**Run 1: floorplan with the power grid**

Pins as bars on the die edge. Tap cells in grey.
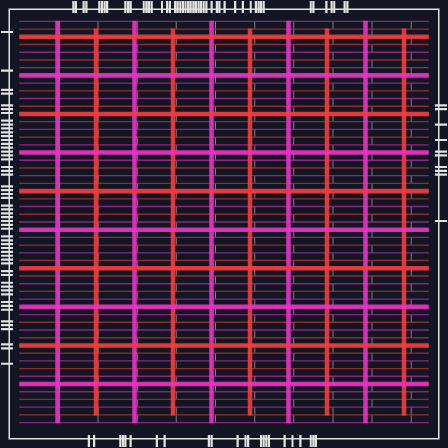
**Run 1: where the registers sit**

Other sequential cells in the stronger grey, the rest of the logic in the fainter grey.
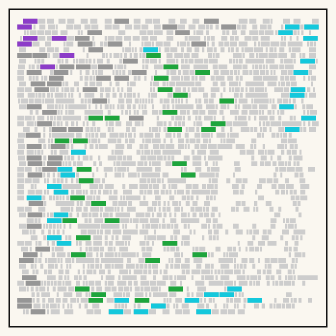
**Run 1: congestion heat map**

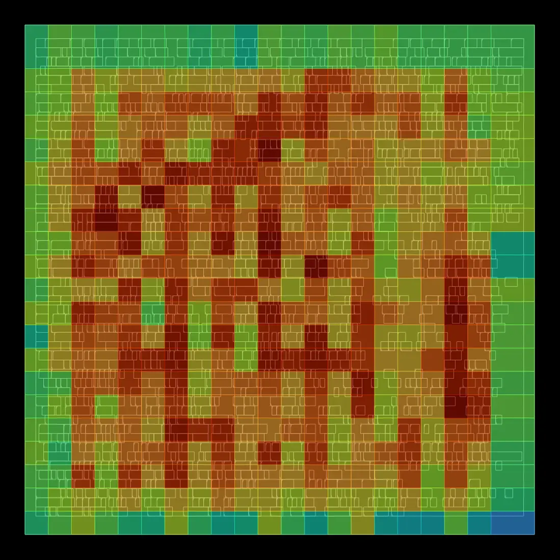
**Run 1: routed clock nets over the placement**

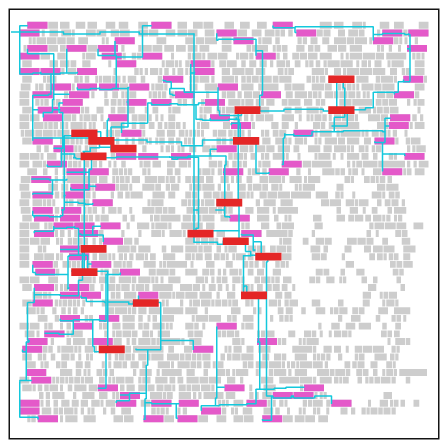
Design flash_read_scheduler_flat, sky130hd; sources not shown.
==> flow_summary.ini, run 1 <==
; implementation run metrics
[sta]
relSlewSlack = 0.169
slew_viol_final = 0
setup_viol_count_final = 0
tightest_slew_ns = 1.24
fmax_mhz = 89.1
post-route-min-period_ns = 11.22

[clock_tree]
numClockSinks = 126
cts-buffers-inserted = 17
h-tree-depth = 4
post_cts_resized = 0
cts_tree = built
cts_hold_buf = 0

[final_layout]
largest_reg_flops = 33
nets = 1917
num_antenna_cells = 0

[die]
rows = 52
die-area_um2 = 22800
io_pins = 137

[drt]
routed_via_density = 6.18
routed_wl_um = 41700
drtIter0Drc = 1189
routedWlPerCell_um = 21.2
detail_route.first_pass.iterations = 5

[setup_path]
crit_path_start_kind = flop
slowest_delay_ns = 0.75
cp-end-kind = flop
cp.depth = 38
path_class = reg -> reg
crit_arrival_ns = 11.37

[placed_design]
dpl-instance-area_um2 = 13300
port_buffers = 135
pre_cts_slack_ns = 4.82
gp_congestion = 0.973

[run_status]
outcome = finished clean

[synthesis]
ys_sh_mux = 0.0142
synth_cells = 1512
ys_chip_area_um2 = 11500
xor_area_frac = 0.0501
ys_warn_count = 0
compound_area_frac = 0.228
ys_ff = 126

[worst_hold_path]
holdPathStages = 2

[global_routing]
grt_pass1_wl_um = 65000

[run]
tool_warnings = 44
Back to the opening pictures, 'floorplan with the power grid':
magenta -> VSS
red -> VDD
signal pins = 137
met1 rails = 53
rows = 52
met4 straps = 10
area of the core: 20400 um^2
die height: 151 um

Back to the opening pictures, 'where the registers sit':
purple -> u_core.bus.cur_die  # flops 7, where upper left
cyan -> u_core.end_addr_reg  # flops 32, where all over the die
green -> u_core.cur_addr_reg  # flops 33
register area: 2520 um^2
seq pwr: 481 uW

Back to the opening pictures, 'congestion heat map':
GRT Util Overall: 0.367
grt met2 use: 0.577

Back to the opening pictures, 'routed clock nets over the placement':
cyan -> clock wires  # length 2140 um
red -> cells driving clock nets  # count 17
magenta -> flip-flops  # count 126
routed clock nets = 18
flops lie = all over the die
Clk power: 445 uW
Latency at later pin: 0.43 ns

[run 1: per-layer routing]
metal	global-route usage	wire (um)
met1	0.475	17600
met2	0.577	18500
met3	0.0862	3590
met4	0.177	2040
met5	0	29
[run 1: logic make-up after synthesis]
logic type | count (synthesis)
compound gates | 390
xor+xnor | 66
fa+ha+maj | 152
buf+inv | 204
flops | 126
mux | 16
other cells | 2
simple gates | 556
[run 1: through the flow]
step                utilization  hold slack [ns]  instances
floorplan                     -            0.237       1532
global placement          0.652            0.240       1937
detailed placement        0.652            0.245       1937
CTS                       0.683            0.256       1968
global route              0.683            0.274       1969
finish                    0.683            0.255       1969
[run 1: area by class of cell]
type,count,area [um^2],area share
Buffer,88,350,0.0251
Clock buffer,19,453,0.0325
Clock inverter,12,184,0.0132
Inverter,116,435,0.0312
Multi-Input combinational cell,1202,8310,0.596
Sequential cell,126,2520,0.181
Tap cell,270,338,0.0242
Timing Repair Buffer,136,1360,0.0972
[run 1: synthesized netlist by cell type (all sizes together) (20+ instances only)]
| cell type | n | area (um^2) |
|---|---|---|
| nor4 | 20 | 155 |
| nor2 | 83 | 314 |
| nand4 | 26 | 163 |
| nor2b | 24 | 150 |
| inv | 114 | 428 |
| clkbuf | 74 | 278 |
| a21oi | 147 | 739 |
| a21o | 30 | 225 |
| nand3 | 74 | 370 |
| nand2 | 195 | 732 |
| ha | 136 | 1700 |
| xnor2 | 56 | 490 |
| o21ai | 46 | 230 |
| dfxtp | 126 | 2520 |
| nor3 | 35 | 186 |
[run 1: power by group]
part | total, mW | leakage [nW] | switching (mW) | internal (mW)
sequential | 0.481 | 1.03 | 0.0870 | 0.394
combinational | 2.35 | 4.07 | 1.47 | 0.883
clock | 0.445 | 0.306 | 0.170 | 0.276
total | 3.28 | 5.40 | 1.73 | 1.55
[run 1: layout by cell type, fill, tap and decap left out, drive strengths merged, types with 30 or more instances in the layout]
cell	instances
nand2	195
a21oi	147
ha	136
clkdlybuf4s50	135
dfxtp	126
inv	116
clkbuf	93
nor2	83
nand3	74
xnor2	56
o21ai	46
nor3	35
a21o	30
[run 1: worst register-to-register path: cells and delay by family, from the launching register on]
family                     cells  cell delay [ns]
buffers and inverters          6             1.64
AOI/OAI and AO/OA             19             5.04
adders and majority gates      4             1.43
and+or+nand+nor                9             2.52
DFF                            1             0.32
**Run 1: placement by cell class**

The bar under the picture is 50 um long.
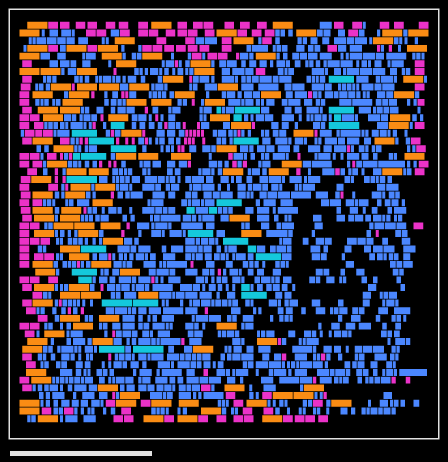

==> run 1 -> run 2 <==
clock period = 10.68 ns   (was 15.65 ns; I/O delays follow)
**Run 2: placement by cell class**

The bar under the picture is 50 um long.
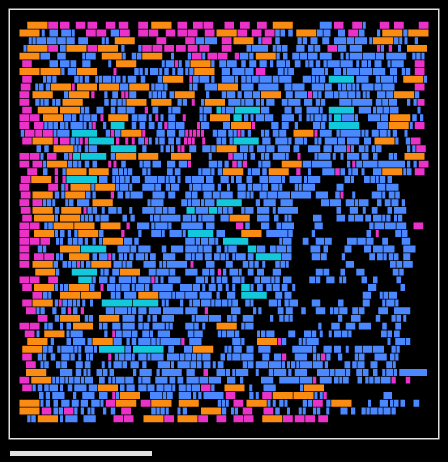
blue -> all other logic  # cells 1318, share of their area 64%
magenta -> other buffers and delay cells  # cells 224, share of their area 13%
cyan -> clock drivers and dummy loads  # cells 31, share of their area 4.7%
orange -> flops  # cells 126, share of their area 19%
Final Util: 0.684
Row Count: 52
final non-filler cell area: 14000 um^2
sequential share of cell area: 0.181

==> flow_summary.ini, run 2 <==
; implementation run metrics
[run_status]
outcome = finished clean

[pwr]
p_sw_mw = 2.53
pwr-share-clk = 0.135
p_sw_frac = 0.526
p_int_mw = 2.28
sequentialPowerShare = 0.148

[clock_tree]
clk_latency_ns = 0.43
cts-buffers-inserted = 17
cts_hold_buf = 0
numClockSinks = 126

[synthesis]
compound_area_frac = 0.228
largest_area_cell = dfxtp_1
top_cell_area_share = 0.218
yosysMostFrequentCell = nand2_1
ys_ff = 126
ys_sh_mux = 0.0142
ys_warn_count = 0
ys_chip_area_um2 = 11500
synthTopCellsByCount = 195 x nand2_1, 146 x a21oi_1, 136 x ha_1
ys_top_cells_by_area = dfxtp_1 22%, ha_1 15%, nand2_1 6.3%

[setup_path]
path_class = reg -> reg
crit_path_start_kind = flop
cp-end-kind = flop
crit_arrival_ns = 10.33

[die]
coreArea_um2 = 20400

[final_layout]
lay_top_count = nand2_1
num_antenna_cells = 0
nets = 1917
mostFrequentLayoutCells = 195 x nand2_1, 145 x a21oi_1, 136 x ha_1
largest_reg_flops = 33

[drt]
routedWlPerCell_um = 21.2
detail_route.first_pass.iterations = 6
drtIter0Drc = 1155

[sta]
tightest_slew_ns = 1.24
relSlewSlack = 0.169
post-route-min-period_ns = 10.20
slew_viol_final = 0
fmax_mhz = 98.1

[global_routing]
grt_use_total = 0.368
grt_pass1_wl_um = 65100

[worst_hold_path]
holdPathStages = 2

[run]
tool_warnings = 44

[placed_design]
pre_cts_slack_ns = -0.155
[run 2: final cells by class]
cell class,count,area [um^2],share of cell area
buffer,87,349,0.0250
clock buffer,19,453,0.0324
clock inverter,12,184,0.0132
inverter,116,435,0.0312
multi-input combinational,1202,8320,0.596
sequential,126,2520,0.181
tap,270,338,0.0242
timing repair buffer,137,1360,0.0976
[run 2: critical path, delay by kind of cell, from the launching register on]
kind            cells  cell delay (ns)
compound gates     16             3.46
buf+inv             6             1.33
fa+ha+maj           4             1.41
simple gates       10             2.77
xor+xnor            1             0.26
flops               1             0.65
[run 2: routing by layer]
layer | GRT usage | wire length (um)
met1 | 0.475 | 17400
met2 | 0.578 | 18400
met3 | 0.0862 | 3820
met4 | 0.177 | 2090
met5 | 0 | 27
[run 2: stage by stage]
step	power (mW)	hold slack, ns	cells	util	cell area, um^2
final	4.81	0.255	1969	0.684	14000
after global routing	5.16	0.274	1969	0.684	14000
after CTS	4.71	0.256	1968	0.683	14000
after detailed placement	4.04	0.245	1937	0.652	13300
after global placement	4.00	0.240	1937	0.652	13300
after floorplan	3.07	0.237	1532	-	11600
[run 2: cell families after synthesis]
| logic type | count (synthesis) |
|---|---|
| adders and majority gates | 152 |
| xor gates and xnor gates | 66 |
| muxes | 16 |
| DFF | 126 |
| other | 2 |
| AOI/OAI and AO/OA | 390 |
| buffers and inverters | 204 |
| and+or+nand+nor | 556 |
[run 2: power groups by stage]
stage	sequential, mW	clock [mW]	combinational [mW]
CTS	0.698	0.650	3.37
finish	0.712	0.651	3.45
floorplan	0.692	0	2.38
global route	0.722	0.672	3.77
global placement	0.704	0	3.29
detailed placement	0.706	0	3.33
[run 2: timing repair]
action	4_1_cts	5_1_grt
buffers inserted	0	1
pin swaps	0	1
resized	2	4
endpoints found under the setup margin	30	42
No activity file was given, so power comes from the tool's default toggle rates.
